Run 1, I/O pins on the die edge:
Scale: 8 px per um. Pins as bars across the die edge, other pins in grey.
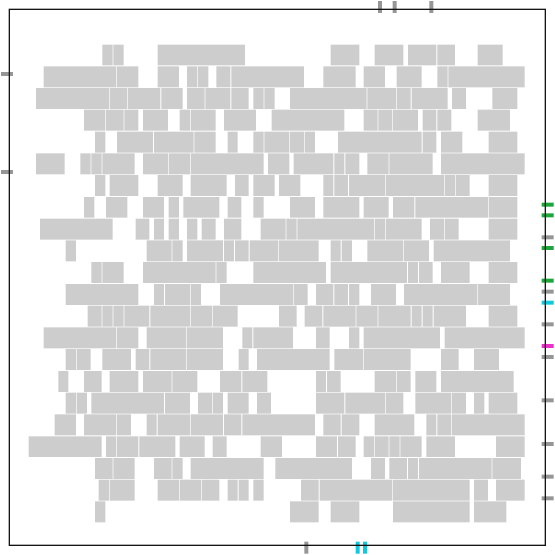
Run 1, layout detail:
Region (21, 8) to (46, 33) um. Cells in grey, sequential cells in the stronger grey; small squares are vias.
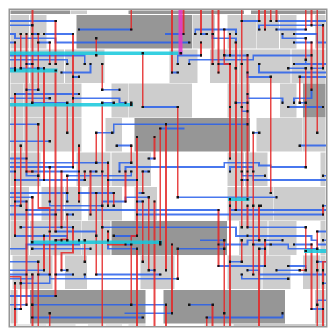
Run 1, gate-type map:
Scale: 4 px per um.
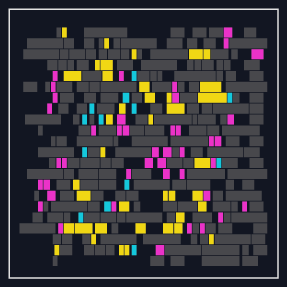
### config.mk
export PLATFORM = sky130hd
export DESIGN_NAME = game_sequencer
export DESIGN_NICKNAME = d
export VERILOG_FILES = /design/src/rtl/game_sequencer_pkg.sv /design/src/rtl/game_sequencer_frame_timer.sv /design/src/rtl/game_sequencer.sv
export SDC_FILE = /design/constraint.sdc
export NUM_CORES = 1
export LEC_CHECK = 0
export ABC_CLOCK_PERIOD_IN_PS = 2700
export CORE_MARGIN = 2
export CORE_UTILIZATION = 55
export CTS_CLUSTER_DIAMETER = 40
export DETAILED_ROUTE_END_ITERATION = 8
export GPL_TIMING_DRIVEN = 0
export HOLD_SLACK_MARGIN = 0.1
export PLACE_DENSITY_LB_ADDON = 0.12
export SLEW_MARGIN = 20
export SYNTH_ARGS = -nofsm -noshare
export SYNTH_HDL_FRONTEND = slang
export SYNTH_HIERARCHICAL = 1
export SYNTH_SLANG_ARGS = --single-unit
### constraint.sdc
create_clock -name i_clk -period 2.7 [get_ports i_clk]
set_input_delay 0.54 -clock i_clk [delete_from_list [all_inputs] [get_ports i_clk]]
set_output_delay 0.54 -clock i_clk [all_outputs]
set_load 0.1 [all_outputs]
### src/rtl/game_sequencer_pkg.sv
`timescale 1ns/1ps
`default_nettype none
// ============================================================================
// game_sequencer_pkg
// ----------------------------------------------------------------------------
// Shared pong definitions: game-flow state encoding, score and frame-counter
// widths, and the screen/paddle geometry used by the ball and paddle blocks.
// No ports (package).
// ----------------------------------------------------------------------------
// Revision: 1.0  initial release
// ============================================================================
package game_sequencer_pkg;

  localparam int STATE_W = 3;
  localparam int SCORE_W = 4;
  localparam int FRAME_W = 8;

  // Codes 5..7 are unused and recover to ST_IDLE.
  typedef enum logic [STATE_W-1:0] {
    ST_IDLE  = 3'd0,
    ST_SERVE = 3'd1,
    ST_PLAY  = 3'd2,
    ST_POINT = 3'd3,
    ST_OVER  = 3'd4
  } state_t;

  // Screen and paddle geometry shared with the ball and paddle blocks.
  localparam int H_ACTIVE  = 640;
  localparam int V_ACTIVE  = 480;
  localparam int PADDLE_W  = 8;
  localparam int PADDLE_H  = 64;
  localparam int BALL_SIZE = 8;

endpackage : game_sequencer_pkg
`default_nettype wire

### src/rtl/game_sequencer_frame_timer.sv
`timescale 1ns/1ps
`default_nettype none
// ============================================================================
// frame_timer
// ----------------------------------------------------------------------------
// Frame-based down-counter. A synchronous load has priority over the
// tick-qualified decrement; done flags the tick that consumes the last frame.
// Ports:
//   clk, rst_n        clock, asynchronous active-low reset
//   load, load_value  synchronous load of the frame count
//   tick              one-cycle frame pulse
//   done              tick && count == 1 (combinational)
// ----------------------------------------------------------------------------
// Revision: 1.0  initial release
// ============================================================================
module frame_timer
  import game_sequencer_pkg::*;
(
  input  logic               clk,
  input  logic               rst_n,
  input  logic               load,
  input  logic [FRAME_W-1:0] load_value,
  input  logic               tick,
  output logic               done
);

  logic [FRAME_W-1:0] count;

  always_ff @(posedge clk or negedge rst_n) begin
    if (!rst_n) begin
      count <= '0;
    end else if (load) begin
      count <= load_value;
    end else if (tick && (count != '0)) begin
      // Saturate at zero so an idle timer never wraps back to 255.
      count <= count - FRAME_W'(1);
    end
  end

  assign done = tick && (count == FRAME_W'(1));

endmodule : frame_timer
`default_nettype wire

### src/rtl/game_sequencer.sv
`timescale 1ns/1ps
`default_nettype none
// ============================================================================
// game_sequencer
// ----------------------------------------------------------------------------
// Pong game-flow controller: IDLE -> SERVE -> PLAY -> POINT/OVER. Owns both
// scores, drives the ball run/centre/serve-direction controls and the score
// blink. All timing is in frames of i_frame_tick. All outputs registered.
// Ports:
//   i_clk, i_reset_n           pixel clock, asynchronous active-low reset
//   i_frame_tick               one-cycle pulse per frame
//   i_start                    start button level (rising edge used)
//   i_point1, i_point2         one-cycle point pulses from the ball block
//   o_ball_run, o_ball_center  ball motion enable / force to centre
//   o_serve_dir                1 = serve toward player 2
//   o_score1, o_score2         scores
//   o_show_scores              score display enable (blinks in OVER)
//   o_winner                   0 = player 1, 1 = player 2 (valid in OVER)
//   o_state                    current state code
// ----------------------------------------------------------------------------
// Revision: 1.0  initial release
// ============================================================================
module game_sequencer
  import game_sequencer_pkg::*;
#(
  parameter logic [SCORE_W-1:0] WIN_SCORE    = 4'd9,
  parameter logic [FRAME_W-1:0] SERVE_FRAMES = 8'd60,
  parameter logic [FRAME_W-1:0] POINT_FRAMES = 8'd90,
  parameter logic [FRAME_W-1:0] BLINK_FRAMES = 8'd30
) (
  input  logic               i_clk,
  input  logic               i_reset_n,
  input  logic               i_frame_tick,
  input  logic               i_start,
  input  logic               i_point1,
  input  logic               i_point2,
  output logic               o_ball_run,
  output logic               o_ball_center,
  output logic               o_serve_dir,
  output logic [SCORE_W-1:0] o_score1,
  output logic [SCORE_W-1:0] o_score2,
  output logic               o_show_scores,
  output logic               o_winner,
  output logic [STATE_W-1:0] o_state
);

  state_t             state, state_nx;
  logic               start_q, start_edge;
  logic [SCORE_W-1:0] score1, score1_nx, score2, score2_nx;
  logic               serve_dir, serve_dir_nx;
  logic               winner, winner_nx;
  logic               show, show_nx;
  logic               ball_run, ball_run_nx;
  logic               ball_center, ball_center_nx;
  logic               phase_load, phase_done;
  logic [FRAME_W-1:0] phase_value;
  logic               blink_load, blink_done;

  // History resets to 1 so a button held through reset gives no edge.
  assign start_edge = i_start && !start_q;

  frame_timer u_phase_timer (
    .clk        (i_clk),
    .rst_n      (i_reset_n),
    .load       (phase_load),
    .load_value (phase_value),
    .tick       (i_frame_tick),
    .done       (phase_done)
  );

  frame_timer u_blink_timer (
    .clk        (i_clk),
    .rst_n      (i_reset_n),
    .load       (blink_load),
    .load_value (BLINK_FRAMES),
    .tick       (i_frame_tick),
    .done       (blink_done)
  );

  always_ff @(posedge i_clk or negedge i_reset_n) begin
    if (!i_reset_n) begin
      state       <= ST_IDLE;
      start_q     <= 1'b1;
      score1      <= '0;
      score2      <= '0;
      serve_dir   <= 1'b0;
      winner      <= 1'b0;
      show        <= 1'b1;
      ball_run    <= 1'b0;
      ball_center <= 1'b1;
    end else begin
      state       <= state_nx;
      start_q     <= i_start;
      score1      <= score1_nx;
      score2      <= score2_nx;
      serve_dir   <= serve_dir_nx;
      winner      <= winner_nx;
      show        <= show_nx;
      ball_run    <= ball_run_nx;
      ball_center <= ball_center_nx;
    end
  end

  always_comb begin
    state_nx     = state;
    score1_nx    = score1;
    score2_nx    = score2;
    serve_dir_nx = serve_dir;
    winner_nx    = winner;
    show_nx      = 1'b1;
    phase_load   = 1'b0;
    phase_value  = SERVE_FRAMES;
    blink_load   = 1'b0;

    case (state)
      ST_IDLE: begin
        if (start_edge) begin
          score1_nx  = '0;
          score2_nx  = '0;
          phase_load = 1'b1;
          state_nx   = ST_SERVE;
        end
      end

      ST_SERVE: begin
        if (phase_done) begin
          state_nx = ST_PLAY;
        end
      end

      ST_PLAY: begin
        // A point load wins over a coincident tick because load has priority
        // inside the timer.
        if (i_point1 && i_point2) begin
          serve_dir_nx = !serve_dir;
          phase_load   = 1'b1;
          phase_value  = POINT_FRAMES;
          state_nx     = ST_POINT;
        end else if (i_point1 || i_point2) begin
          if (i_point1) begin
            score1_nx    = score1 + SCORE_W'(1);
            serve_dir_nx = 1'b0;
          end else begin
            score2_nx    = score2 + SCORE_W'(1);
            serve_dir_nx = 1'b1;
          end
          if ((score1_nx == WIN_SCORE) || (score2_nx == WIN_SCORE)) begin
            winner_nx  = i_point2;
            blink_load = 1'b1;
            state_nx   = ST_OVER;
          end else begin
            phase_load  = 1'b1;
            phase_value = POINT_FRAMES;
            state_nx    = ST_POINT;
          end
        end
      end

      ST_POINT: begin
        if (phase_done) begin
          phase_load = 1'b1;
          state_nx   = ST_SERVE;
        end
      end

      ST_OVER: begin
        // Blink timer free-runs by reloading itself each half-period.
        show_nx    = show ^ blink_done;
        blink_load = blink_done;
        if (start_edge) begin
          score1_nx  = '0;
          score2_nx  = '0;
          show_nx    = 1'b1;
          phase_load = 1'b1;
          state_nx   = ST_SERVE;
        end
      end

      default: begin
        state_nx = ST_IDLE;
      end
    endcase

    // Ball controls are registered from the next state so they line up
    // with o_state.
    ball_run_nx    = (state_nx == ST_PLAY);
    ball_center_nx = !((state_nx == ST_PLAY) || (state_nx == ST_POINT));
  end

  assign o_ball_run    = ball_run;
  assign o_ball_center = ball_center;
  assign o_serve_dir   = serve_dir;
  assign o_score1      = score1;
  assign o_score2      = score2;
  assign o_show_scores = show;
  assign o_winner      = winner;
  assign o_state       = state;

endmodule : game_sequencer
`default_nettype wire

==> impl_metrics.json, run 1 <==
{
  "setup_violations": 0,
  "core-area_mm2": 0.00372,
  "ios": 22,
  "root_buffer": "clkbuf_8",
  "outcome": "completed",
  "final-clk-cell-share_pct": 4.29,
  "htreeDepth": 2,
  "clk_path_buf_depth": 2,
  "syn_inst": 234,
  "ys_cells": 234,
  "clkTransAtPathRegs_ns": 0.07,
  "slowest_stage": "or4b_4",
  "synth_xor_xnor_area_share_pct": 2.42,
  "met1_usage_pct": 35.2,
  "cts.sinks": 33,
  "finalNetCount": 292,
  "ys_ff": 33,
  "p_per_area_mw_per_mm2": 858,
  "ff_latch_area_um2": 845,
  "async_flop_share_pct": 100,
  "synthAdderAreaFrac_pct": 5.76,
  "avgSynthCellArea_um2": 9.28,
  "clock.fmax_mhz": 393,
  "ys_top_cells_by_count": "dfrtp_1 (30), nand2_1 (27), nor2_1 (13)",
  "placed_area_mm2": 0.00252,
  "lay_top_cells": "nand2_1 (26), dfrtp_1 (22), clkdlybuf4s50_1 (19)",
  "hold_viol": 0,
  "sh_seq_area_pct": 31.1,
  "warnings": 31,
  "rows": 22,
  "wl_met1_mm": 2.24,
  "grt_antenna_before_repair": 0,
  "clkPwrFrac_pct": 21.2,
  "route.detailed.drc": 0,
  "overflow": 0,
  "mux_area_share_pct": 1.04,
  "required_ns": 2.86,
  "drt_wl_total_mm": 5.06,
  "p_switching_mw": 1.01,
  "nWellTaps": 48,
  "cts_inserted_buffers": 5,
  "arrival_ns": 2.70,
  "viasPerCell": 6.06,
  "ys_chip_area_mm2": 0.00217,
  "p_int_mw": 1.32,
  "comb_cells": 191,
  "first_global_vias": 1866,
  "grtUsageMet2_pct": 43.1,
  "power_frac_comb_pct": 41.1,
  "final-comb-area_mm2": 0.00132,
  "ys_seq_share_pct": 38.2,
  "gr-usage-met3_pct": 5.91,
  "grt_max_degree": 23,
  "wl_per_cell_um": 15.6,
  "critical_path.cell_chain": "dlygate4sd2_1, buf_6, inv_1, ha_1, or4b_4, nor2_4, nand2_1, nand2_2, clkbuf_8, nor2_1, o211ai_1, o311ai_1",
  "top_layer": "met4",
  "p_leak_nw": 1.10,
  "yosysWarnings": 6,
  "grt-busiest-layer": "met2",
  "grt_first_pass_wirelength_mm": 8.98,
  "top_area_cell": "dfrtp_1",
  "netlist.area_leader.share_pct": 34.6,
  "period_needed_ns": 2.54,
  "hold_slack_ns": 0.146,
  "ant_nets": 0,
  "aoi_share_pct": 19.4,
  "top_power_group": "combinational cells",
  "dpl.hpwl_mm": 3.51,
  "grtUsageTotal_pct": 26.9,
  "wl_met2_mm": 2.47,
  "ctsHoldBuffers": 0,
  "die_area_mm2": 0.00447,
  "n_clock_buffer": 7
}
Notes on 'I/O pins on the die edge' above:
- o_state: cyan (pins 3; direction output; edge 2 bottom, 1 right)
- i_point2: magenta (pins 1; direction input; edge right)
- o_score1: green (pins 4; direction output; edge right)
port bufs: 21
Die W: 66.8 um
Die Height: 66.8 um

Notes on 'layout detail' above:
- metal 3: cyan
- metal 4: magenta
- metal 1: blue
- metal 2: red
- most frequent: nand2_1 (5), dfrtp_1 (4), nor3b_1 (3)
- netlist names of flops here include: u_phase_timer/count (4), start_q (1)
- cells with their middle in the window: 45
- sequential cells in the window: 5

Notes on 'gate-type map' above:
- nor cells: yellow (cells 39)
- nand cells: magenta (cells 42)
- inv cells: cyan (cells 13)
final cell count without fillers: 325
most numerous logic cell after layout: nand2_1
Comb/total area: 48.8%

## run 1: state kept, by name, summed over array words and instances, names as in the netlist
name,count
o_ball_run,1
u_phase_timer/count,8
o_score2,4
o_winner,1
o_show_scores,1
o_score1,4
start_q,1
o_state,3
o_serve_dir,1
u_blink_timer/count,8
o_ball_center,1
## run 1: final timing paths
check                      depth (start not counted)                                  to                     from  slack, ns
max reg2reg                                        8  u_phase_timer/count[3]$_DFFE_PN0P_  o_score1[0]$_DFFE_PN0P_       0.19
min                                                1                o_state[1]$_DFF_PN0_                i_reset_n       0.15
max                                               12  u_blink_timer/count[1]$_DFFE_PN0P_                 i_point1       0.16
min in group i_clk                                 2             o_serve_dir$_DFFE_PN0P_  o_serve_dir$_DFFE_PN0P_       0.52
max in group asynchronous                          2             o_show_scores$_DFF_PN1_                i_reset_n       2.05
min reg2reg                                        2             o_serve_dir$_DFFE_PN0P_  o_serve_dir$_DFFE_PN0P_       0.52
## run 1: timing repair
item	CTS	global route
resized	15	1
endpoints found under the hold margin	0	0
setup buffers	3	1
setup endpoints to repair	17	1
pin swaps	3	1
## run 1: through the flow
step / instances / power, mW / util [%] / setup slack [ns]
6_report: 325 / 2.33 / 73.1 / 0.156
3_3_place_gp: 313 / 1.78 / 67.2 / -0.877
4_1_cts: 325 / 2.32 / 72.9 / 0.0876
2_1_floorplan: 244 / 1.57 / - / 0.00891
5_1_grt: 325 / 2.49 / 73.1 / 0.0115
3_5_place_dp: 314 / 1.80 / 67.8 / -0.932
## run 1: worst max-delay path, delay by kind of cell
kind / cells / cell delay, ns
AND/OR/NAND/NOR: 5 / 0.95
adder cells (fa/ha/maj): 1 / 0.22
AND-OR/OR-AND: 2 / 0.22
buffers and inverters: 4 / 0.75
==> run 2: changes to the inputs <==
ABC_CLOCK_PERIOD_IN_PS = 2850   (was 2700)
CORE_UTILIZATION = 30   (was 55)
CTS_CLUSTER_SIZE = 20   (was unset)
clock period = 2.85 ns   (was 2.7 ns; I/O delays follow)
Run 2, layout detail:
Region (32, 14) to (57, 39) um. Cells in grey, sequential cells in the stronger grey; small squares are vias.
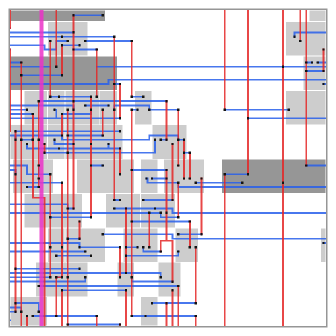
- metal 1: blue
- metal 2: red
- metal 4: magenta
- netlist names of flops here include: u_phase_timer/count (2)
- most frequent: inv_1 (4), ha_1 (3)
- cells with their middle in the window: 31
- sequential cells in the window: 2

Run 2, congestion heat map:
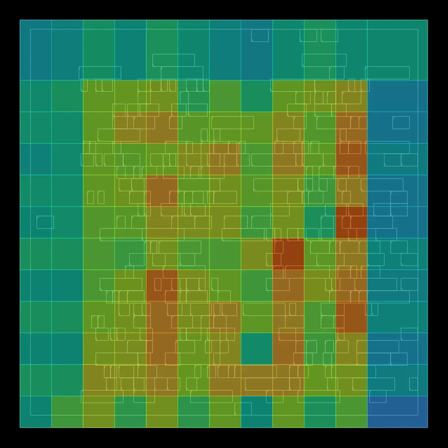
GR Util met1: 18.8%
GRT busiest layer: met2
met3 usage: 3.05%

==> run 2 against run 1 <==
Compared with the run above:
- synthesized cell count unchanged
- via count decreased by 4.5%
- die area increased by 78%
- sequential share of layout area decreased by 0.49 points
- clock skew increased by 0.0016 ns
- worst hold slack got worse by 0.0045 ns
- total power decreased by 11%
- register-to-register slack improved by 0.10 ns
- critical path type is now reg -> reg
==> impl_metrics.json, run 2 <==
{
  "outcome": "completed",
  "p_total_mw": 2.08,
  "top_power_group": "combinational cells",
  "hold_viol": 0,
  "max_stage_delay_ns": 0.45,
  "viasPerCell": 4.99,
  "path_buffers": 1,
  "warnings": 31,
  "syn_inst": 234,
  "top_layer": "met4",
  "ios": 22,
  "yosysWarnings": 6,
  "layout_top_cell": "nand2_1",
  "top_regs": "u_blink_timer/count: 8 flops, u_phase_timer/count: 8 flops",
  "clkTransAtPathRegs_ns": 0.08,
  "avgSynthCellArea_um2": 9.28,
  "first_global_vias": 1718,
  "final_max_slew_viol_count": 0,
  "p_int_mw": 1.12,
  "port_buffers": 21,
  "die_h_um": 89.1,
  "setup_slack_ns": 0.294,
  "wl_met2_mm": 2.37,
  "ys_top_cells_by_count": "dfrtp_1 (30), nand2_1 (27), nor2_1 (13)",
  "lay_top_cells": "nand2_1 (26), dfrtp_1 (24), clkdlybuf4s50_1 (19)",
  "wl_per_cell_um": 13.6,
  "dp_slack_ns": -1.03,
  "drt_wl_total_mm": 5.13,
  "p_leak_nw": 1.09,
  "required_ns": 3.07,
  "die_area_mm2": 0.00793,
  "netlist.area_leader.share_pct": 34.6,
  "period_needed_ns": 2.56,
  "root_buffer": "clkbuf_8",
  "grt_max_degree": 25,
  "slowest_stage": "dfrtp_2",
  "rows": 31,
  "grtUsageMet2_pct": 22.2,
  "die-width_um": 89.1,
  "top_area_cell": "dfrtp_1",
  "cts.sinks": 33,
  "dp_cells": 365,
  "p_per_area_mw_per_mm2": 760,
  "wl_met1_mm": 2.57,
  "htreeDepth": 2,
  "setup_violations": 0,
  "power_frac_comb_pct": 43.1,
  "ys_chip_area_mm2": 0.00217,
  "ctsHoldBuffers": 0,
  "ys_cells": 234,
  "clk_path_buf_depth": 2,
  "crit_family": "simple AND/OR/NAND/NOR gates",
  "overflow": 0,
  "ys_seq_share_pct": 38.2,
  "grt_first_pass_wirelength_mm": 8.48,
  "arrival_ns": 2.78,
  "ant_nets": 0,
  "clkPwrFrac_pct": 17.1,
  "route.detailed.drc": 0,
  "critical_path.cell_chain": "ha_1, nor3b_1, a21oi_1, o22ai_2, o21ai_4, or3_4, clkbuf_4, nor3_1, nand4_1, nand3_1",
  "grtUsageTotal_pct": 13.9,
  "grt_antenna_before_repair": 0,
  "p_switching_mw": 0.956,
  "dpl.hpwl_mm": 3.68,
  "finalNetCount": 293
}
Run 2, gate-type map:
Scale: 3 px per um.
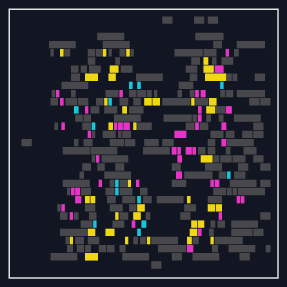
- nand cells: magenta (cells 42)
- nor cells: yellow (cells 39)
- inv cells: cyan (cells 13)
final cell count without fillers: 377
Comb/total area: 48.0%

==> run 2: cell counts after synthesis <==
Identical to the previous run, type by type.
==> run 2: kinds of logic after synthesis <==
family | share of synthesized area [%]
flip-flops | 38.2
AND/OR/NAND/NOR | 28.4
AND-OR/OR-AND | 19.4
XOR/XNOR | 2.42
adder cells (fa/ha/maj) | 5.76
buffers and inverters | 4.44
multiplexers | 1.04
other | 0.346
==> run 2: layout make-up <==
type / count / area, um^2
plain buffers: 7 / 65.1
clock buffers: 5 / 68.8
clock inverters: 3 / 17.5
fillers: 767 / 4400
inverters: 13 / 51.3
multi-input cells: 191 / 1310
flip-flops and latches: 33 / 837
well taps: 99 / 124
repair buffers: 26 / 258
==> run 2: final timing paths <==
kind                            cells past startpoint                    start                                  to
worst max-delay path                               10  o_score1[0]$_DFFE_PN0P_  u_phase_timer/count[7]$_DFFE_PN0P_
worst min-delay path                                1                i_reset_n                o_state[1]$_DFF_PN0_
worst max register to register                     10  o_score1[0]$_DFFE_PN0P_  u_phase_timer/count[7]$_DFFE_PN0P_
worst min register to register                      2  o_serve_dir$_DFFE_PN0P_             o_serve_dir$_DFFE_PN0P_
max in group asynchronous                           2                i_reset_n             o_show_scores$_DFF_PN1_
min in group i_clk                                  2  o_serve_dir$_DFFE_PN0P_             o_serve_dir$_DFFE_PN0P_
==> run 2: repair_timing <==
action	in CTS	in global routing
setup buffers	2	2
pin swaps	2	1
setup endpoints to repair	16	6
resized	14	1
==> run 2: through the flow <==
step           hold slack, ns  util (%)  area, um^2
2_1_floorplan           0.274         -        2220
3_3_place_gp            0.488      35.7        2550
3_5_place_dp            0.458      35.9        2560
4_1_cts                 0.137      38.1        2720
5_1_grt                 0.129      38.3        2730
6_report                0.141      38.3        2730
==> run 3: changes to the inputs <==
ABC_AREA = 1   (was unset)
Run 3, sequential cells grouped by signal name:
Scale: 3 px per um. Other sequential cells in the stronger grey, the rest of the logic in the fainter grey.
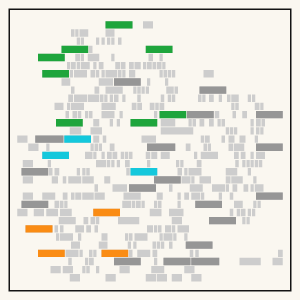
- o_score2: orange (flops 4; where bottom left)
- o_state: cyan (flops 3)
- u_phase_timer/count: green (flops 8)
- not coloured: 18
power in sequential cells: 0.843 mW
FF+latch area: 830 um^2
sequential cell area share: 28.6%

Run 3, layout detail:
Region (34, 16) to (59, 41) um. Cells in grey, sequential cells in the stronger grey; small squares are vias.
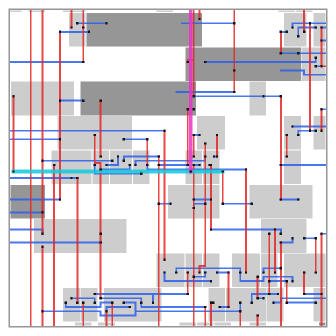
- metal 4: magenta
- metal 3: cyan
- metal 2: red
- metal 1: blue
- sequential cells in the window: 3
- cells with their middle in the window: 37
- most frequent: nand2_1 (8), nor2_1 (4)

==> run 3 against run 2 <==
Compared with the run above:
- fmax fell by 3.5%
- critical endpoint is now u_blink_timer/count[1]$_DFFE_PN0P_
- clock power increased by 31%
- clock skew fell by 0.00053 ns
- final cell count grew 21%
- die area is 9.8% higher
- synthesized cell count grew 34%
==> impl_metrics.json, run 3 <==
{
  "most_common_cell": "nand2_1",
  "hold_viol": 0,
  "warnings": 31,
  "arrival_ns": 2.83,
  "instances_no_fill": 457,
  "cts.repair.resized": 0,
  "critical_path.cell_chain": "clkdlybuf4s50_1, buf_6, inv_6, ha_1, nor2_4, inv_2, or2_1, buf_6, clkinv_8, nand2_2, nand2_1, clkbuf_2, o21ai_0, nand2_1, o21ai_2",
  "clk_path_buf_depth": 2,
  "grt_antenna_before_repair": 0,
  "overflow": 0,
  "crit_path_max_fanout": 10,
  "clkTransAtPathRegs_ns": 0.07,
  "ctsHoldBuffers": 0,
  "grt_first_pass_wirelength_mm": 9.01,
  "ys_seq_share_pct": 34.6,
  "edf_count": 0,
  "top_regs": "u_blink_timer/count: 8 flops, u_phase_timer/count: 8 flops",
  "crit_family": "buffers and inverters",
  "die_h_um": 93.3,
  "grtUsageTotal_pct": 13.2,
  "max_stage_delay_ns": 0.50,
  "fin_tns_setup_ns": 0,
  "ys_top_cells_by_count": "nand2_1 (99), inv_1 (36), nand3_1 (36)",
  "end_kind": "flip-flop",
  "viasPerCell": 4.38,
  "syn_inst": 314,
  "dpl.hpwl_mm": 3.89,
  "required_ns": 3.03,
  "core-area_mm2": 0.00773,
  "p_total_mw": 3.32,
  "cts_inserted_buffers": 5,
  "htreeDepth": 2,
  "first_global_vias": 1848,
  "hold_slack_ns": 0.483,
  "wl_per_cell_um": 11.1,
  "period_needed_ns": 2.65,
  "layout_top_cell": "nand2_1",
  "dp_slack_ns": -0.294,
  "fin_crit_sh_pct": 93.0,
  "async_flop_share_pct": 100,
  "ys_ff": 33,
  "die-width_um": 93.3,
  "cts.sinks": 33,
  "ant_nets": 0,
  "path_buffers": 7,
  "tightest_slew_ns": 0.972,
  "finalNetCount": 370,
  "syn_to_final_growth_pct": 21.3,
  "clock.fmax_mhz": 377,
  "final_max_slew_viol_count": 0,
  "gp_congestion": 0.791,
  "ios": 22,
  "maxCapViolCount": 0,
  "root_buffer": "clkbuf_8",
  "die_area_mm2": 0.00871,
  "drt-initial-drc-count": 85,
  "rows": 32,
  "p_leak_nw": 1.44,
  "top_area_cell": "dfrtp_1",
  "drt_wl_total_mm": 5.09,
  "lay_top_cells": "nand2_1 (99), inv_1 (36), nand3_1 (36)",
  "port_buffers": 21,
  "postCtsSetupRepairBufs": 0,
  "hold_class": "reg -> reg",
  "setup_violations": 0,
  "fp-utilization_pct": 31.0,
  "grt_max_degree": 30,
  "yosysWarnings": 6,
  "route.detailed.drc": 0,
  "crit_path_start_kind": "primary input",
  "ys_chip_area_mm2": 0.00239,
  "final_area_mm2": 0.00290,
  "placed_area_mm2": 0.00279,
  "worstSetupPathType": "in -> reg",
  "setup_slack_ns": 0.200,
  "drive_above_1_share_pct": 17.2,
  "clkLatencyLatePin_ns": 0.29,
  "p_per_area_mw_per_mm2": 1140,
  "dp_cells": 448,
  "avgSynthCellArea_um2": 7.63,
  "synth_cell_type_count": 32,
  "fillers": 822,
  "outcome": "completed",
  "slowest_stage": "clkdlybuf4s50_1",
  "ys_cells": 314,
  "netlist.area_leader.share_pct": 31.3
}
Run 3, congestion heat map:
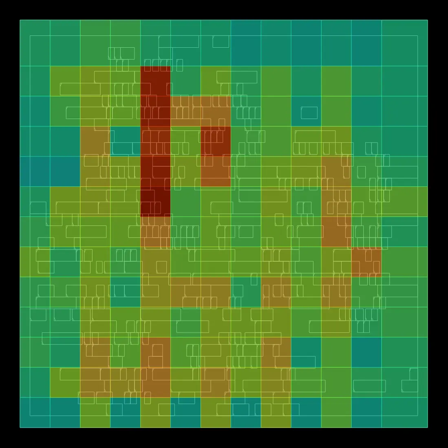
M2 GR Usage: 20.3%
GR Util met1: 18.5%
Final Util: 37.6%

## run 3: worst paths after layout
check	from	end	slack, ns	cells after the start
worst max-delay path	i_point1	u_blink_timer/count[1]$_DFFE_PN0P_	0.20	15
worst min-delay path	o_winner$_DFFE_PN0P_	o_winner$_DFFE_PN0P_	0.48	2
worst max register to register	o_score1[0]$_DFFE_PN0P_	u_phase_timer/count[1]$_DFFE_PN0P_	0.57	14
worst min register to register	o_winner$_DFFE_PN0P_	o_winner$_DFFE_PN0P_	0.48	2
max in group asynchronous	i_reset_n	o_ball_center$_DFF_PN1_	1.75	3
min in group asynchronous	i_reset_n	u_blink_timer/count[3]$_DFFE_PN0P_	0.63	2
## run 3: power by group
part           total [mW]  internal [mW]  switching, mW
clock network       0.467          0.285          0.182
logic                2.01          0.604           1.41
registers           0.843          0.660          0.182
total                3.32           1.55           1.77
## run 3: cell type report
type | instances | area, um^2 | area share, %
timing repair buffer | 23 | 235 | 8.10
sequential | 33 | 830 | 28.6
buffer | 4 | 40.0 | 1.38
clock inverter | 1 | 30.0 | 1.03
multi-input combinational | 245 | 1380 | 47.5
inverter | 42 | 175 | 6.03
tap | 102 | 128 | 4.39
clock buffer | 7 | 86.3 | 2.97
## run 3: kinds of logic (layout without fill, tap and decap cells)
family                   count (synthesis)  after routing  share of synthesized area, %
AND/OR/NAND/NOR                        191            191                          39.0
AND-OR/OR-AND                           27             27                          9.35
XOR/XNOR                                 5              5                          2.14
buffers and inverters                   46             77                          9.30
adder cells (fa/ha/maj)                 10             10                          5.22
other                                    2             12                         0.314
flip-flops                              33             33                          34.6
## run 3: metal layers
| layer | part of all wire [%] | GRT usage [%] |
|---|---|---|
| met5 | 0 | 0 |
| met4 | 1.1 | 3.68 |
| met3 | 3.0 | 3.22 |
| met2 | 45 | 20.3 |
| met1 | 51 | 18.5 |
No activity file was given, so power comes from the tool's default toggle rates.
